**src/rtl/csc_column_walker.sv**
```systemverilog
// rtl/csc_column_walker.sv - walks one CSC column: reads begin/end pointers, then streams (value, row) pairs.
// Pulses next_col on completion to advance the upstream pointer counter.
module csc_column_walker #(
   parameter int ADDR_W = 11,
   parameter int DATA_W = 16,
   parameter int IDX_W  = 10
) (
   input  logic              clk,
   input  logic              reset,
   input  logic              start,
   input  logic [ADDR_W-1:0] col_addr,
   output logic [ADDR_W-1:0] ptr_rd_addr,
   input  logic [ADDR_W-1:0] ptr_rd_data,
   output logic [ADDR_W-1:0] nz_rd_addr,
   input  logic [DATA_W-1:0] val_rd_data,
   input  logic [IDX_W-1:0]  row_rd_data,
   output logic              out_valid,
   input  logic              out_ready,
   output logic [DATA_W-1:0] out_val,
   output logic [IDX_W-1:0]  out_row,
   output logic              out_last,
   output logic              busy,
   output logic              next_col
);

   typedef enum logic [2:0] {
      IDLE, PTR0, PTR1, PTR2, NZ_RD, NZ_CAP, OUT, DONE
   } state_t;

   localparam logic [ADDR_W-1:0] ONE = ADDR_W'(1);

   state_t            state;
   logic [ADDR_W-1:0] col_q;
   logic [ADDR_W-1:0] begin_ptr;
   logic [ADDR_W-1:0] end_ptr;
   logic [ADDR_W-1:0] nz_next;

   assign nz_next = nz_rd_addr + ONE;

   always_ff @(posedge clk or posedge reset) begin
      if (reset) begin
         state       <= IDLE;
         col_q       <= '0;
         begin_ptr   <= '0;
         end_ptr     <= '0;
         ptr_rd_addr <= '0;
         nz_rd_addr  <= '0;
         out_valid   <= 1'b0;
         out_val     <= '0;
         out_row     <= '0;
         out_last    <= 1'b0;
         busy        <= 1'b0;
         next_col    <= 1'b0;
      end else begin
         next_col <= 1'b0;
         case (state)
            IDLE: begin
               busy <= 1'b0;
               if (start) begin
                  col_q       <= col_addr;
                  ptr_rd_addr <= col_addr;
                  busy        <= 1'b1;
                  state       <= PTR0;
               end
            end
            PTR0: begin
               ptr_rd_addr <= col_q + ONE;
               state       <= PTR1;
            end
            PTR1: begin
               begin_ptr <= ptr_rd_data;
               state     <= PTR2;
            end
            PTR2: begin
               end_ptr <= ptr_rd_data;
               // end <= begin covers both empty and corrupt columns
               if (ptr_rd_data <= begin_ptr) begin
                  next_col <= 1'b1;
                  state    <= DONE;
               end else begin
                  nz_rd_addr <= begin_ptr;
                  state      <= NZ_RD;
               end
            end
            NZ_RD: begin
               state <= NZ_CAP;
            end
            NZ_CAP: begin
               out_val   <= val_rd_data;
               out_row   <= row_rd_data;
               out_last  <= (nz_next == end_ptr);
               out_valid <= 1'b1;
               state     <= OUT;
            end
            OUT: begin
               if (out_valid && out_ready) begin
                  out_valid <= 1'b0;
                  if (out_last) begin
                     next_col <= 1'b1;
                     state    <= DONE;
                  end else begin
                     nz_rd_addr <= nz_next;
                     state      <= NZ_RD;
                  end
               end
            end
            DONE: begin
               busy  <= 1'b0;
               state <= IDLE;
            end
            default: begin
               busy  <= 1'b0;
               state <= IDLE;
            end
         endcase
      end
   end

endmodule

```
**config.mk**
```make
export PLATFORM = sky130hd
export DESIGN_NAME = csc_column_walker
export DESIGN_NICKNAME = d
export VERILOG_FILES = /design/src/rtl/csc_column_walker.sv
export SDC_FILE = /design/constraint.sdc
export NUM_CORES = 1
export LEC_CHECK = 0
export ABC_CLOCK_PERIOD_IN_PS = 5300
export CAP_MARGIN = 25
export CORE_MARGIN = 4
export CORE_UTILIZATION = 45
export DETAILED_ROUTE_END_ITERATION = 10
export PLACE_DENSITY = 0.82
export SLEW_MARGIN = 40
export SYNTH_ARGS = -nofsm -noshare
export SYNTH_HDL_FRONTEND = slang
export SYNTH_SLANG_ARGS = --single-unit
```
**constraint.sdc**
```tcl
create_clock -name clk -period 5.3 [get_ports clk]
set_clock_uncertainty 0.15 [all_clocks]
set_input_delay 1.59 -clock clk [delete_from_list [all_inputs] [get_ports clk]]
set_output_delay 1.59 -clock clk [all_outputs]
set_load 0.05 [all_outputs]
```
Fig. 1: run 1, gate-type map
The bar under the picture is 20 um long.
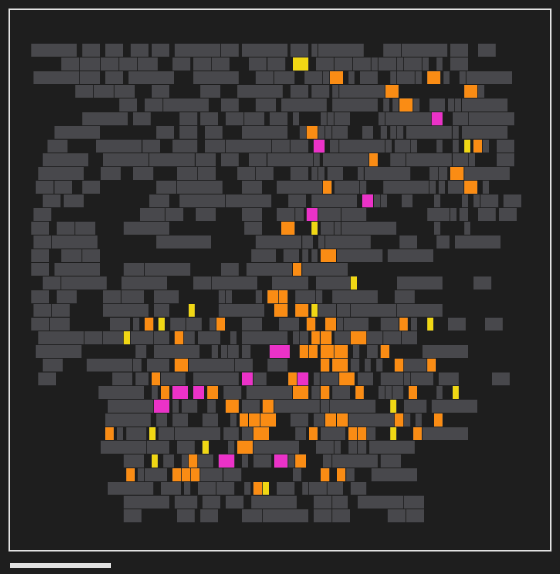
family	colour	cells
AND and OR gates	magenta	12
inverters	yellow	16
inverting AOI/OAI gates	orange	71
most numerous logic cell after layout: clkdlybuf4s50_1
Comb/total area: 35.9%
Final Non-Filler Cells: 653

Fig. 2: run 1, clock nets
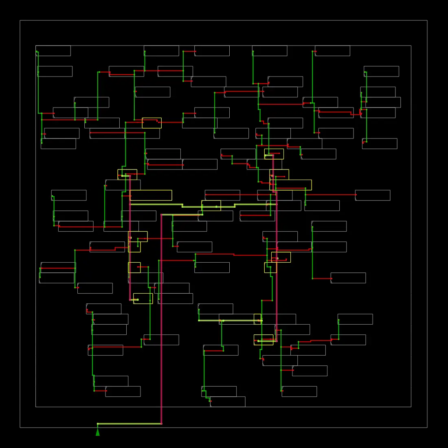
P_clk: 0.519 mW
clk ins delay skew pair: 350 ps

==> impl_metrics.ini, run 1 <==
; physical design summary
[worst_setup_path]
path_cells = clkdlybuf4s50_1 -> ha_1 -> nand2_1 -> o21ai_0 -> a21oi_1 -> a21oi_2 -> nor2_4 -> mux2_1
critPathSlowestCell = a21oi_2
worstPathArrival_ps = 3930

[routing]
vias_per_cell = 5.42
wirelength_mm = 10.9
dr.pass1.iters = 4

[final_layout]
post-route-util_pct = 61.1
antenna_cells = 0
sh_seq_area_pct = 38.3

[clock_tree]
cts-root-buf = clkbuf_8
clkTransAtPathRegs_ps = 90
cts_sinks = 88

[yosys]
synth-edff-count = 0
synth_area_per_cell_sq_um = 10.5
top_area_cell = dfrtp_1
synthArstFlopShare_pct = 100

[die]
num_io_pins = 104
initCoreUtil_pct = 47.1

[status]
status = finished, final reports clean

[sta]
fin_crit_ps = 3830
hold_viol_final = 0

[flow_run]
drv_cap = 0

[place]
place.gp.congestion = 0.872

[global_route]
met1_usage_pct = 25.3
Fig. 3: run 1, placed cells, one colour a class
The bar under the picture is 20 um long.
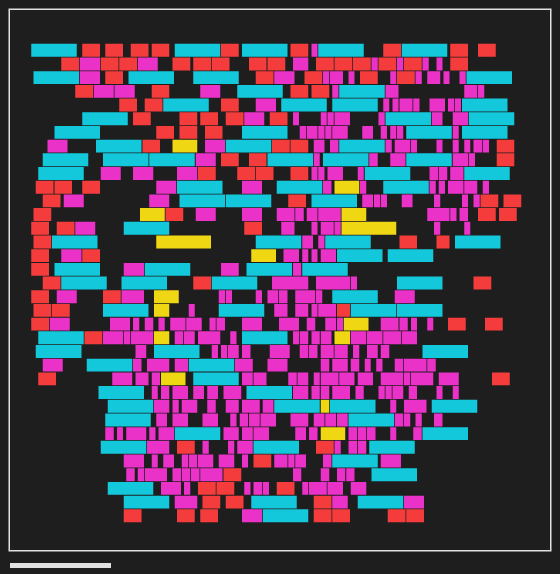
class	colour	cells	share of their area
flops	cyan	88	39%
other buffers and delay cells	red	105	19%
combinational and other logic	magenta	316	38%
clock drivers and dummy loads	yellow	15	3.8%

## run 1: registers in the layout, indices dropped and copies added (netlist names), 3 cells and up
| name | flops |
|---|---|
| state | 3 |
| begin_ptr | 11 |
| col_q | 11 |
| out_row | 10 |
| ptr_rd_addr | 11 |
| out_val | 16 |
| end_ptr | 11 |
| nz_rd_addr | 11 |
## run 1: path summary, 6_finish.rpt
check	startpoint	endpoint	slack [ps]	cells after the start
worst max-delay path	ptr_rd_data[6]	nz_rd_addr[1]$_DFFE_PP0P_	1470	8
worst min-delay path	ptr_rd_addr[1]$_DFFE_PP0P_	ptr_rd_addr[1]$_DFFE_PP0P_	340	2
worst max register to register	state[2]$_DFFE_PP0P_	out_last$_DFFE_PP0P_	2560	5
worst min register to register	ptr_rd_addr[1]$_DFFE_PP0P_	ptr_rd_addr[1]$_DFFE_PP0P_	340	2
max in group asynchronous	reset	begin_ptr[4]$_DFFE_PP0P_	2680	3
min in group asynchronous	reset	out_val[5]$_DFFE_PP0P_	1440	2
## run 1: cell families (layout without fill, tap and decap cells)
family                   Yosys count  in the layout  share of synthesized area, %
multiplexers                      42             42                          10.6
buffers and inverters             33            136                          3.89
AND/OR/NAND/NOR                  144            144                          16.4
adder cells (fa/ha/maj)           13             13                          3.67
XOR/XNOR                          23             23                          4.54
flip-flops                        88             88                          49.6
AND-OR/OR-AND                     78             78                          11.3
## run 1: per-layer routing
metal	part of all wire, %	vias up	wire, um
li1	-	1685	-
met1	41	1723	4430
met2	51	109	5570
met3	5.4	23	591
met4	2.6	0	278
met5	0	-	0
## run 1: power breakdown
group / switching [mW] / internal, mW / total (mW)
registers: 0.310 / 1.00 / 1.31
clock network: 0.251 / 0.268 / 0.519
logic: 1.34 / 0.876 / 2.22
Fig. 4: run 1, clock distribution
The bar under the picture is 20 um long.
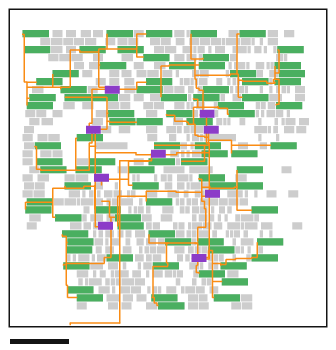

==> run 2: changes to the inputs <==
--- a/config.mk
+++ b/config.mk
@@ -5,12 +5,12 @@
 export SDC_FILE = /design/constraint.sdc
 export NUM_CORES = 1
 export LEC_CHECK = 0
-export ABC_CLOCK_PERIOD_IN_PS = 5300
+export ABC_CLOCK_PERIOD_IN_PS = 3100
 export CAP_MARGIN = 25
 export CORE_MARGIN = 4
 export CORE_UTILIZATION = 45
 export DETAILED_ROUTE_END_ITERATION = 10
-export PLACE_DENSITY = 0.82
+export PLACE_DENSITY = 0.85
 export SLEW_MARGIN = 40
 export SYNTH_ARGS = -nofsm -noshare
 export SYNTH_HDL_FRONTEND = slang
==> constraint.sdc (replaced) <==
create_clock -name clk -period 3.1 [get_ports clk]
set_clock_uncertainty 0.15 [all_clocks]
set_input_delay 0.93 -clock clk [delete_from_list [all_inputs] [get_ports clk]]
set_output_delay 0.93 -clock clk [all_outputs]
set_load 0.05 [all_outputs]
Fig. 5: run 2, clock distribution
The bar under the picture is 20 um long.
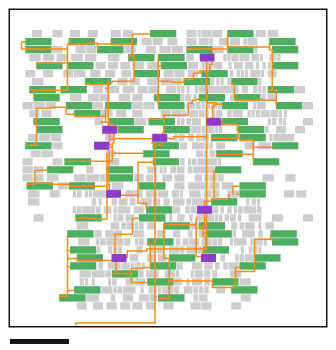
[clock drivers] purple | count: 9
[clock wires] orange | length: 1140 um
[flip-flops] green | count: 88
flops lie	spread over the die

Fig. 6: run 2, placed cells, one colour a class
The bar under the picture is 20 um long.
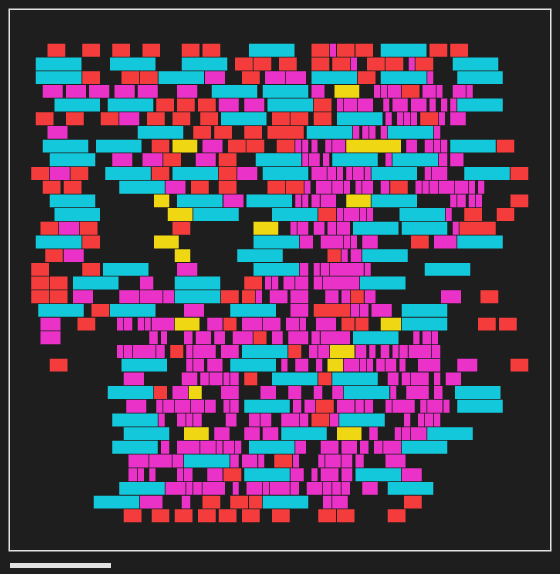
class	colour	cells	share of their area
other buffers and delay cells	red	119	21%
flops	cyan	88	38%
clock drivers and dummy loads	yellow	16	3.7%
combinational and other logic	magenta	316	37%
FP Rows: 35
core area: 9420 sq um

==> run 2 against run 1 <==
  * Via count grew 2.0%
  * Critical endpoint is now nz_rd_addr[3]$_DFFE_PP0P_
  * Worst hold slack gained 9.1 ps
  * Final cell count grew 2.3%
  * Highest routed layer unchanged
==> impl_metrics.ini, run 2 <==
; physical design summary
[worst_setup_path]
reg2reg_depth = 8
setup.worst_path.end = nz_rd_addr[3]$_DFFE_PP0P_
worstReg2RegStart = begin_ptr[4]$_DFFE_PP0P_
rrSetupSlack_ps = 770
worstPathArrival_ps = 3060
crit-reg2reg-capture = nz_rd_addr[3]$_DFFE_PP0P_

[final_layout]
multi_input_comb_cells = 300
inv_count = 16
sh_seq_area_pct = 37.3
largest_reg_flops = 16
final_common_cell = clkdlybuf4s50_1
top_register = out_val

[place]
place.gp.congestion = 0.900

[yosys]
synth_area_per_cell_sq_um = 10.5
top_area_cell = dfrtp_1
synthArstFlopShare_pct = 100
yosys-stat-cells = 421
synth-edff-count = 0

[power]
p_sw_share_pct = 47.4
seq_cell_power_mw = 2.23
comb_cell_power_mw = 3.89
power_density_nw_per_um2 = 1180
p_int_mw = 3.67
pwr-share-comb_pct = 55.7
p_sw_mw = 3.31
p_leak_nw = 2.50
seqPwrFrac_pct = 31.9
clk-power_mw = 0.863

[clock_tree]
cts-root-buf = clkbuf_8
cts_sinks = 88
clkTransAtPathRegs_ps = 90
insertion_delay_ps = 370

[routing]
met2_length_mm = 5.69
wirelength_mm = 11.3
dr_wl_met3_um = 659
dr.pass1.iters = 4
vias_per_cell = 5.41
wl_met1_mm = 4.65
top_layer_used = met4

[flow_run]
drv_cap = 0

[die]
num_io_pins = 104
initCoreUtil_pct = 47.1

[sta]
hold_viol_final = 0

[status]
status = finished, final reports clean

[global_route]
met1_usage_pct = 25.4
## run 2: worst min path at each step
stage | depth (start not counted) | to | from | slack [ps]
after CTS | 2 | ptr_rd_addr[1]$_DFFE_PP0P_ | ptr_rd_addr[1]$_DFFE_PP0P_ | 360
final | 2 | ptr_rd_addr[1]$_DFFE_PP0P_ | ptr_rd_addr[1]$_DFFE_PP0P_ | 340
after floorplan | 1 | ptr_rd_addr[0]$_DFFE_PP0P_ | col_q[0]$_DFFE_PP0P_ | 310
after detailed placement | 2 | ptr_rd_addr[1]$_DFFE_PP0P_ | ptr_rd_addr[1]$_DFFE_PP0P_ | 330
after global routing | 2 | ptr_rd_addr[2]$_DFFE_PP0P_ | ptr_rd_addr[2]$_DFFE_PP0P_ | 380
after global placement | 2 | ptr_rd_addr[1]$_DFFE_PP0P_ | ptr_rd_addr[1]$_DFFE_PP0P_ | 310
## run 2: worst max-delay path, cell delays in order
cell and delay [ps]:
clkdlybuf4s50_1 450, ha_1 330, nor2b_1 140, o21a_1 200
o21ai_0 330, a21oi_4 180, buf_4 180, o32a_1 330
## run 2: logic make-up (layout without fill, tap and decap cells)
kind of cell | Yosys count | in the layout | share of synthesized area, %
and+or+nand+nor | 144 | 144 | 16.4
muxes | 42 | 42 | 10.6
xor gates and xnor gates | 23 | 23 | 4.54
DFF | 88 | 88 | 49.6
buffers and inverters | 33 | 151 | 3.89
AOI/OAI and AO/OA | 78 | 78 | 11.3
adders and majority gates | 13 | 13 | 3.67
## run 2: through the flow
stage	worst slack (ps)	util (%)	TNS, ps	std cells	cell area, sq um
after floorplan	493	-	0	421	4440
after global placement	-282	60.3	-2860	652	5680
after detailed placement	-366	60.3	-3750	652	5680
after CTS	81.6	62.7	0	668	5900
after global routing	3.38	62.7	0	668	5900
final	134	62.7	0	668	5900
==> run 3: changes to the inputs <==
--- a/config.mk
+++ b/config.mk
@@ -10,6 +10,7 @@
 export CORE_MARGIN = 4
 export CORE_UTILIZATION = 45
 export DETAILED_ROUTE_END_ITERATION = 10
+export GPL_ROUTABILITY_DRIVEN = 0
 export PLACE_DENSITY = 0.85
 export SLEW_MARGIN = 40
 export SYNTH_ARGS = -nofsm -noshare
Fig. 7: run 3, gate-type map
The bar under the picture is 20 um long.
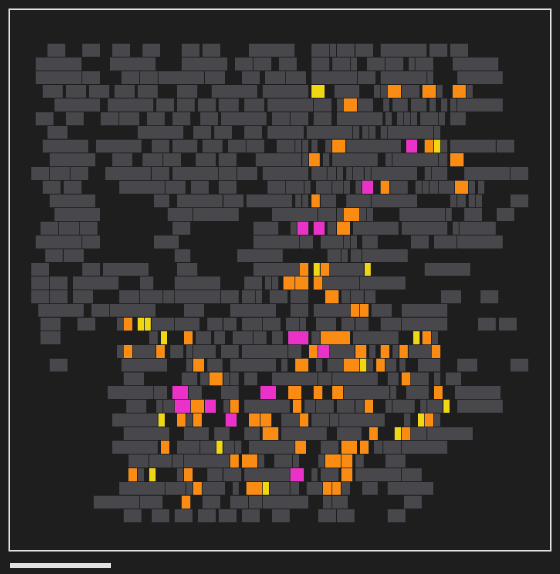
family	colour	cells
AND and OR gates	magenta	12
inverting AOI/OAI gates	orange	71
inverters	yellow	16

==> run 3 against run 2 <==
  * Register-to-register slack hardly changed
  * Synthesized cell count did not move
  * Worst setup slack did not move
  * Critical path type unchanged
==> impl_metrics.ini, run 3 <==
; physical design summary
[status]
status = finished, final reports clean

[worst_setup_path]
critPathSlowestCell = clkdlybuf4s50_1
cp_num_buf_inv = 2
path_cells = clkdlybuf4s50_1 -> ha_1 -> nor2b_1 -> o21a_1 -> o21ai_0 -> a21oi_4 -> buf_4 -> o32a_1
crit_family = AND-OR/OR-AND gates
reg2reg_depth = 8
setup.worst_path.end = nz_rd_addr[3]$_DFFE_PP0P_
cp_slowest_stage_delay_ps = 450
critical_path_depth = 8
crit-reg2reg-capture = nz_rd_addr[3]$_DFFE_PP0P_
critPathKind = input pin to flip-flop
crit_fanout = 8
worstPathArrival_ps = 3060

[routing]
dr.pass1.iters = 4
top_layer_used = met4
vias_per_cell = 5.41
wirelength_mm = 11.3
met2_length_mm = 5.69

[yosys]
synth-edff-count = 0
synth_area_per_cell_sq_um = 10.5
simple_gate_share_pct = 16.4
muxShareOfSynthArea_pct = 10.6
yosys.area_share.aoi_pct = 11.3
topCombFamilyByArea = simple AND/OR/NAND/NOR gates
yosys-stat-cells = 421
xor_share_pct = 4.54
top_area_cell = dfrtp_1

[die]
coreArea_sq_um = 9420
initCoreUtil_pct = 47.1
rows = 35
num_io_pins = 104

[clock_tree]
cts_sinks = 88
cts-root-buf = clkbuf_8
insertion_delay_ps = 370
clkTransAtPathRegs_ps = 90

[sta]
hold_viol_final = 0
setup-violations-final = 0

[global_route]
grt_pass1_vias = 3733
met1_usage_pct = 25.4

[power]
p_leak_nw = 2.50
power_density_nw_per_um2 = 1180

[final_layout]
top_register = out_val
largest_reg_flops = 16
final_common_cell = clkdlybuf4s50_1
Fig. 8: run 3, placed cells, one colour a class
The bar under the picture is 20 um long.
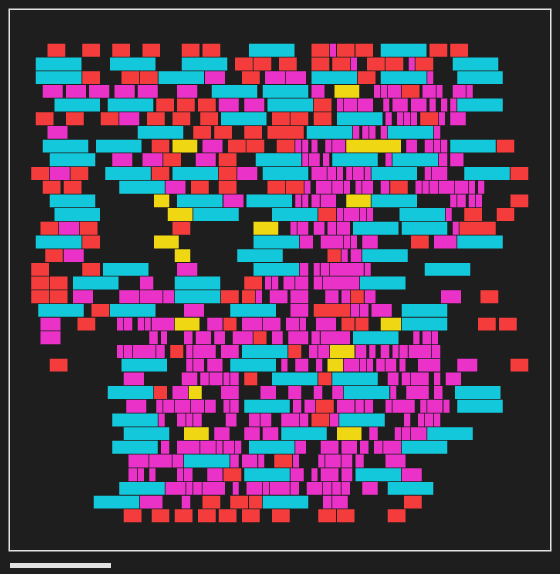
class	colour	cells	share of their area
flops	cyan	88	38%
combinational and other logic	magenta	316	37%
other buffers and delay cells	red	119	21%
clock drivers and dummy loads	yellow	16	3.7%
post-route cell area: 5900 sq um
Seq area share: 37.3%
final core utilization: 62.7%

run 3: how the worst min path moves through the flow:
stage / start / endpoint / slack (ps) / depth (start not counted)
after detailed placement: ptr_rd_addr[1]$_DFFE_PP0P_ / ptr_rd_addr[1]$_DFFE_PP0P_ / 330 / 2
after global routing: ptr_rd_addr[2]$_DFFE_PP0P_ / ptr_rd_addr[2]$_DFFE_PP0P_ / 380 / 2
after global placement: ptr_rd_addr[1]$_DFFE_PP0P_ / ptr_rd_addr[1]$_DFFE_PP0P_ / 310 / 2
after floorplan: col_q[0]$_DFFE_PP0P_ / ptr_rd_addr[0]$_DFFE_PP0P_ / 310 / 1
final: ptr_rd_addr[1]$_DFFE_PP0P_ / ptr_rd_addr[1]$_DFFE_PP0P_ / 340 / 2
after CTS: ptr_rd_addr[1]$_DFFE_PP0P_ / ptr_rd_addr[1]$_DFFE_PP0P_ / 360 / 2
run 3: area by class of cell:
| class | instances | area (sq um) |
|---|---|---|
| Clock buffer | 10 | 138 |
| Tap cell | 129 | 161 |
| Sequential cell | 88 | 2200 |
| Timing Repair Buffer | 119 | 1190 |
| Multi-Input combinational cell | 300 | 2070 |
| Inverter | 16 | 63.8 |
| Fill cell | 750 | 3510 |
| Clock inverter | 6 | 75.1 |
run 3: where the power goes:
part | switching (mW) | internal, mW | leakage (nW)
combinational | 2.34 | 1.55 | 1.33
clock | 0.455 | 0.408 | 0.105
sequential | 0.520 | 1.71 | 1.06
total | 3.31 | 3.67 | 2.50
run 3: through the flow:
step           hold WS (ps)  power, mW  instances  area, sq um  setup WS [ps]
6_report                344       6.98        668         5900            134
5_1_grt                 384       7.41        668         5900           3.38
4_1_cts                 355       7.01        668         5900           81.6
3_5_place_dp            334       6.13        652         5680           -366
3_3_place_gp            311       5.99        652         5680           -282
2_1_floorplan           315       4.89        421         4440            493
Power and IR drop assume default switching activity.
